--- src/rtl/rq_pkg.sv ---
// Shared constants and FSM state encoding for the requantize-and-pack output stage.
package rq_pkg;

    localparam int RQ_ACC_WIDTH = 32;
    localparam int RQ_LANES     = 4;

    typedef logic [1:0] rq_state_t;

    localparam rq_state_t ST_IDLE  = 2'd0;
    localparam rq_state_t ST_RUN   = 2'd1;
    localparam rq_state_t ST_DRAIN = 2'd2;
    localparam rq_state_t ST_END   = 2'd3;

endpackage

--- src/rtl/requant_sat.sv ---
// Two-stage requantizer: registered signed product, then round/shift/saturate to int8.
// A sideband word travels alongside each element with matching latency.
module requant_sat
    import rq_pkg::*;
#(
    parameter int ACC_W = RQ_ACC_WIDTH,
    parameter int SB_W  = 1
) (
    input  logic             i_clk,
    input  logic             i_rst,
    input  logic             i_valid,
    input  logic [ACC_W-1:0] i_acc,
    input  logic [7:0]       i_mult,
    input  logic [4:0]       i_shift,
    input  logic [SB_W-1:0]  i_sb,
    output logic             o_valid,
    output logic [7:0]       o_byte,
    output logic [SB_W-1:0]  o_sb
);

    localparam int PW = ACC_W + 9;
    localparam logic signed [PW-1:0] ONE     = PW'(1);
    localparam logic signed [PW-1:0] SAT_MAX = PW'(127);
    localparam logic signed [PW-1:0] SAT_MIN = PW'(-128);

    function automatic logic [7:0] sat8(input logic signed [PW-1:0] v);
        if (v > SAT_MAX) begin
            sat8 = 8'h7f;
        end else if (v < SAT_MIN) begin
            sat8 = 8'h80;
        end else begin
            sat8 = v[7:0];
        end
    endfunction

    logic signed [PW-1:0] w_prod;
    logic signed [PW-1:0] w_rnd;
    logic signed [PW-1:0] w_sum;
    logic signed [PW-1:0] w_shr;
    logic signed [PW-1:0] r_prod;
    logic                 r_p_vld;
    logic [SB_W-1:0]      r_p_sb;
    logic                 r_valid;
    logic [7:0]           r_byte;
    logic [SB_W-1:0]      r_sb;

    // The multiplier is zero-extended so it is always treated as non-negative.
    assign w_prod = PW'($signed(i_acc)) * PW'($signed({1'b0, i_mult}));

    // Round half up before the arithmetic shift.
    always_comb begin
        w_rnd = '0;
        if (i_shift != 5'd0) begin
            w_rnd = ONE <<< (i_shift - 5'd1);
        end else begin
            w_rnd = '0;
        end
        w_sum = r_prod + w_rnd;
        w_shr = w_sum >>> i_shift;
    end

    // Product stage followed by saturated-byte stage.
    always_ff @(posedge i_clk) begin
        if (i_rst) begin
            r_p_vld <= 1'b0;
            r_prod  <= '0;
            r_p_sb  <= '0;
            r_valid <= 1'b0;
            r_byte  <= 8'h00;
            r_sb    <= '0;
        end else begin
            r_p_vld <= i_valid;
            r_prod  <= w_prod;
            r_p_sb  <= i_sb;
            r_valid <= r_p_vld;
            r_byte  <= sat8(w_shr);
            r_sb    <= r_p_sb;
        end
    end

    assign o_valid = r_valid;
    assign o_byte  = r_byte;
    assign o_sb    = r_sb;

endmodule

--- src/rtl/requant_pack.sv ---
// Requantizes a row-major accumulator stream to int8, packs four lanes per word and
// writes rows into gbuf at base + row*align + word, with config/start/end control.
module requant_pack
    import rq_pkg::*;
#(
    parameter int ADDR_WIDTH = 12,
    parameter int DATA_WIDTH = 32,
    parameter int ACC_WIDTH  = RQ_ACC_WIDTH
) (
    input  logic                  core_clk,
    input  logic                  rst,
    input  logic                  rq_config_en,
    input  logic                  rq_start,
    output logic                  rq_end,
    input  logic [ADDR_WIDTH-1:0] rq_matrix_y_in,
    input  logic [ADDR_WIDTH-1:0] rq_matrix_x_in,
    input  logic [ADDR_WIDTH-1:0] om_base_addr_in,
    input  logic [ADDR_WIDTH-1:0] om_block_align_in,
    input  logic [7:0]            rq_mult_in,
    input  logic [4:0]            rq_shift_in,
    input  logic                  acc_valid,
    output logic                  acc_ready,
    input  logic [ACC_WIDTH-1:0]  acc_data,
    output logic                  gbuf_cen,
    output logic                  gbuf_wen,
    output logic [ADDR_WIDTH-1:0] gbuf_waddr,
    output logic [DATA_WIDTH-1:0] gbuf_din
);

    localparam int AW   = ADDR_WIDTH;
    localparam int WW   = ADDR_WIDTH - 2;
    localparam int CW   = 2 * ADDR_WIDTH;
    localparam int SB_W = 1 + 2 + ADDR_WIDTH;

    rq_state_t       r_state;
    logic [AW-1:0]   r_y;
    logic [AW-1:0]   r_x4;
    logic [AW-1:0]   r_base;
    logic [AW-1:0]   r_align;
    logic [7:0]      r_mult;
    logic [4:0]      r_shift;
    logic [1:0]      r_lane;
    logic [WW-1:0]   r_word;
    logic [AW-1:0]   r_row_base;
    logic [CW-1:0]   r_elem_cnt;
    logic [CW-1:0]   r_total;
    logic            r_ready;
    logic            r_end;
    logic            r_cen;
    logic            r_wen;
    logic [AW-1:0]   r_waddr;
    logic [DATA_WIDTH-1:0] r_din;
    logic [23:0]     r_lane_data;

    logic [WW-1:0]   w_wpr;
    logic            w_accept;
    logic            w_last_elem;
    logic [AW-1:0]   w_addr;
    logic [SB_W-1:0] w_sb;
    logic            w_s_valid;
    logic [7:0]      w_s_byte;
    logic [SB_W-1:0] w_s_sb;
    logic            w_s_last;
    logic [1:0]      w_s_lane;
    logic [AW-1:0]   w_s_addr;

    assign w_wpr       = r_x4[AW-1:2];
    assign w_accept    = acc_valid & r_ready;
    assign w_last_elem = (r_elem_cnt == (r_total - CW'(1)));
    assign w_addr      = r_row_base + {2'b00, r_word};
    assign w_sb        = {w_last_elem, r_lane, w_addr};

    requant_sat #(
        .ACC_W (ACC_WIDTH),
        .SB_W  (SB_W)
    ) u_sat (
        .i_clk   (core_clk),
        .i_rst   (rst),
        .i_valid (w_accept),
        .i_acc   (acc_data),
        .i_mult  (r_mult),
        .i_shift (r_shift),
        .i_sb    (w_sb),
        .o_valid (w_s_valid),
        .o_byte  (w_s_byte),
        .o_sb    (w_s_sb)
    );

    assign w_s_last = w_s_sb[SB_W-1];
    assign w_s_lane = w_s_sb[AW+1:AW];
    assign w_s_addr = w_s_sb[AW-1:0];

    // Control FSM, config latch and element/word/row counters.
    always_ff @(posedge core_clk) begin
        if (rst) begin
            r_state    <= ST_IDLE;
            r_y        <= '0;
            r_x4       <= '0;
            r_base     <= '0;
            r_align    <= '0;
            r_mult     <= 8'h00;
            r_shift    <= 5'd0;
            r_lane     <= 2'd0;
            r_word     <= '0;
            r_row_base <= '0;
            r_elem_cnt <= '0;
            r_total    <= '0;
            r_ready    <= 1'b0;
            r_end      <= 1'b0;
        end else begin
            r_end <= 1'b0;
            case (r_state)
                ST_IDLE: begin
                    if (rq_config_en) begin
                        r_y     <= rq_matrix_y_in;
                        r_x4    <= rq_matrix_x_in & {{(AW-2){1'b1}}, 2'b00};
                        r_base  <= om_base_addr_in;
                        r_align <= om_block_align_in;
                        r_mult  <= rq_mult_in;
                        r_shift <= rq_shift_in;
                    end
                    if (rq_start) begin
                        r_lane     <= 2'd0;
                        r_word     <= '0;
                        r_elem_cnt <= '0;
                        r_row_base <= r_base;
                        r_total    <= CW'(r_y) * CW'(r_x4);
                        if ((r_y == '0) || (r_x4 == '0)) begin
                            r_state <= ST_END;
                        end else begin
                            r_state <= ST_RUN;
                            r_ready <= 1'b1;
                        end
                    end
                end
                ST_RUN: begin
                    if (w_accept) begin
                        r_elem_cnt <= r_elem_cnt + CW'(1);
                        r_lane     <= r_lane + 2'd1;
                        if (r_lane == 2'd3) begin
                            if (r_word == (w_wpr - WW'(1))) begin
                                r_word     <= '0;
                                r_row_base <= r_row_base + r_align;
                            end else begin
                                r_word <= r_word + WW'(1);
                            end
                        end
                        if (w_last_elem) begin
                            r_ready <= 1'b0;
                            r_state <= ST_DRAIN;
                        end
                    end
                end
                ST_DRAIN: begin
                    if (w_s_valid && w_s_last) begin
                        r_state <= ST_END;
                    end
                end
                ST_END: begin
                    r_end   <= 1'b1;
                    r_state <= ST_IDLE;
                end
                default: begin
                    r_state <= ST_IDLE;
                end
            endcase
        end
    end

    // Lane assembly and the registered gbuf write port; the 4th byte completes a word.
    always_ff @(posedge core_clk) begin
        if (rst) begin
            r_cen       <= 1'b1;
            r_wen       <= 1'b1;
            r_waddr     <= '0;
            r_din       <= '0;
            r_lane_data <= 24'h000000;
        end else begin
            r_cen <= 1'b1;
            r_wen <= 1'b1;
            if (w_s_valid) begin
                if (w_s_lane == 2'd3) begin
                    r_cen   <= 1'b0;
                    r_wen   <= 1'b0;
                    r_waddr <= w_s_addr;
                    r_din   <= {w_s_byte, r_lane_data};
                end else begin
                    r_lane_data[{w_s_lane, 3'b000} +: 8] <= w_s_byte;
                end
            end
        end
    end

    assign acc_ready  = r_ready;
    assign rq_end     = r_end;
    assign gbuf_cen   = r_cen;
    assign gbuf_wen   = r_wen;
    assign gbuf_waddr = r_waddr;
    assign gbuf_din   = r_din;

endmodule

--- config.mk ---
export PLATFORM = sky130hd
export DESIGN_NAME = requant_pack
export DESIGN_NICKNAME = d
export VERILOG_FILES = /design/src/rtl/rq_pkg.sv /design/src/rtl/requant_sat.sv /design/src/rtl/requant_pack.sv
export SDC_FILE = /design/constraint.sdc
export NUM_CORES = 2
export LEC_CHECK = 0
export CORE_MARGIN = 5
export CORE_UTILIZATION = 35
export DETAILED_ROUTE_END_ITERATION = 6
export PLACE_DENSITY = 0.51
export SLEW_MARGIN = 15
export SYNTH_ARGS = -nofsm -noshare
export SYNTH_HDL_FRONTEND = slang
export SYNTH_SLANG_ARGS = --single-unit
--- constraint.sdc ---
create_clock -name core_clk -period 21.4 [get_ports core_clk]
set_input_delay 6.42 -clock core_clk [delete_from_list [all_inputs] [get_ports core_clk]]
set_output_delay 6.42 -clock core_clk [all_outputs]
set_load 0.03 [all_outputs]
==> out/qor.yml <==
power_and_ir_drop:
  ir_drop_mv: 0.0582
  total_power_mw: 2.83
  p_leak_nw: 14.9
sta:
  slew_violations: 0
  hold_viol_final: 0
  tns_ns: 0
  setup_violations: 0
die:
  ioPinCount: 146
  die_h_um: 304
clocking:
  htreeDepth: 2
  clock_latency_ns: 0.57
  clockRootBuffer: "clkbuf_16"
  clock-sinks: 283
cells_and_area:
  syn_to_final_growth_pct: 11.6
  clockNetworkAreaShare_pct: 3.54
  combAreaFraction_pct: 66.1
  layout.nonclk_buf_share_pct: 5.04
  logic_gates: 2915
  antennaDiodeCount: 0
  fillers: 9013
  finalNonFillerCells: 4961
worst_setup_path:
  cp.required_ns: 21.86
  worstPathArrival_ns: 13.35
  r2r_end: "u_sat.r_prod[37]"
  start_kind: "input pin"
synthesis:
  aoi_share_pct: 16.2
  synth_top_flop_cell: "dfxtp_1"
  edf_count: 0
  async_reset_ff_share_pct: 0
  ys_area_um2: 30200
worst_hold_path:
  hold_path_class: "register to register"
  hold_depth: 1
  holdPathEnd: "u_sat.o_sb[13]"
run:
  max_cap_violations: 0
route:
  via_per_inst: 5.24
  wl_met1_um: 42900
  wl_met3_um: 4480
run_status:
  status: "finished clean"
grt:
  grt_max_degree: 81
  grt_overflow_total: 0
  antenna_found_initial: 1
-- layout by cell type (no fill, tap or decap), types with 15 or more instances in the layout --
cell type / count
a31oi_1: 27
o21bai_1: 21
a21oi_1: 274
mux2_2: 17
fa_1: 279
nand4_1: 24
a22oi_1: 30
a21o_1: 45
or3_1: 18
ha_1: 207
o21a_1: 21
o211ai_1: 23
xnor2_1: 84
and3_1: 29
clkbuf_16: 36
nor2_1: 271
nor2b_1: 49
nand3_1: 73
nand2b_1: 15
nand2_1: 565
dfxtp_1: 280
nor4_1: 22
xor2_1: 70
buf_4: 35
mux2i_1: 46
and2_1: 230
nor3_1: 85
o21ai_0: 96
inv_1: 377
a211oi_1: 38
clkdlybuf4s50_1: 142
-- where the power goes --
group	internal, mW	switching (mW)	total [mW]
Sequential	0.597	0.0985	0.695
Clock	0.375	0.246	0.621
Combinational	0.578	0.934	1.51
-- registers in the layout, indices dropped and copies added (netlist names), 12 cells and up --
register / cells
gbuf_din: 32
r_align: 12
r_row_base: 12
u_sat.r_p_sb: 15
r_base: 12
r_y: 12
r_lane_data: 24
u_sat.o_sb: 15
u_sat.r_prod: 41
r_elem_cnt: 24
gbuf_waddr: 12
r_total: 22
-- worst max-delay path by stage --
| stage | depth (start not counted) | slack, ns | start | to |
|---|---|---|---|---|
| floorplan | 23 | 9.72 | acc_data[5] | u_sat.r_prod[37] |
| global placement | 24 | 7.94 | acc_data[5] | u_sat.r_prod[37] |
| detailed placement | 24 | 7.86 | acc_data[5] | u_sat.r_prod[37] |
| CTS | 24 | 8.47 | acc_data[5] | u_sat.r_prod[37] |
| global route | 24 | 8.01 | acc_data[5] | u_sat.r_prod[37] |
| finish | 24 | 8.51 | acc_data[5] | u_sat.r_prod[37] |
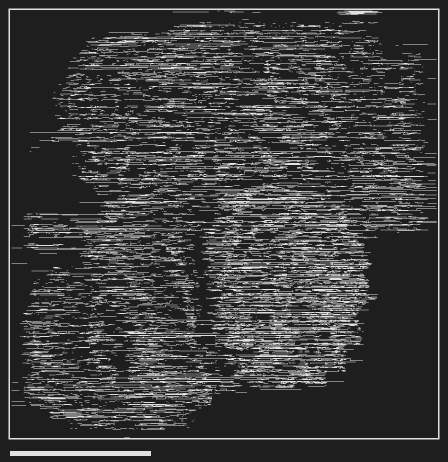
**Above:** the metal 1 layer.
Bar = 100 um.
- nets with wire on the layer: 4070
- share of all routed wire: 48%
- wire length on this layer: 42.9 mm
GR Layer Usage met1: 27.1%
via count: 25977
final wirelength: 88400 um

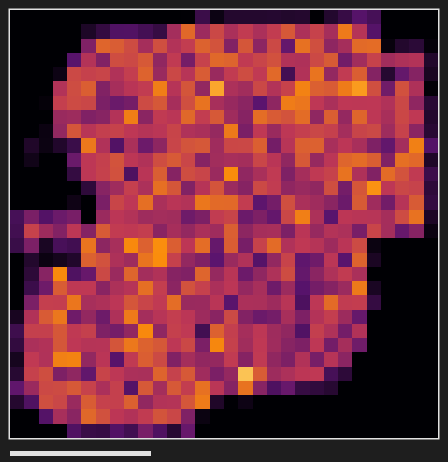
**Above:** local utilization.
Bar = 100 um. The die is cut into 30 by 30 equal tiles; black is low, pale yellow is high, 0 to 100% covered.
- fullest tile: 87%
- tiles over 75% full: 0.80%
- emptiest ninth of the die: lower right
- nearly empty tiles: 20%
- mean over tiles: 35%
fin util: 39.5%
core area: 85400 um2
FP Core Util: 35.4%

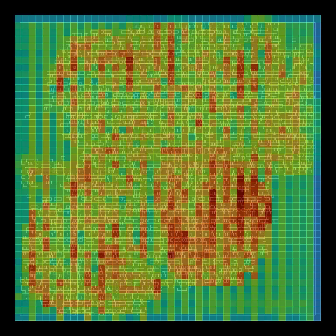
**Above:** routing congestion map.
met2 usage: 29.9%
overall routing resource usage: 18.7%
global routing usage on met3: 2.57%
WL/cell: 17.8 um
GRT Max-Usage Layer: met2

Power and IR drop assume default switching activity.
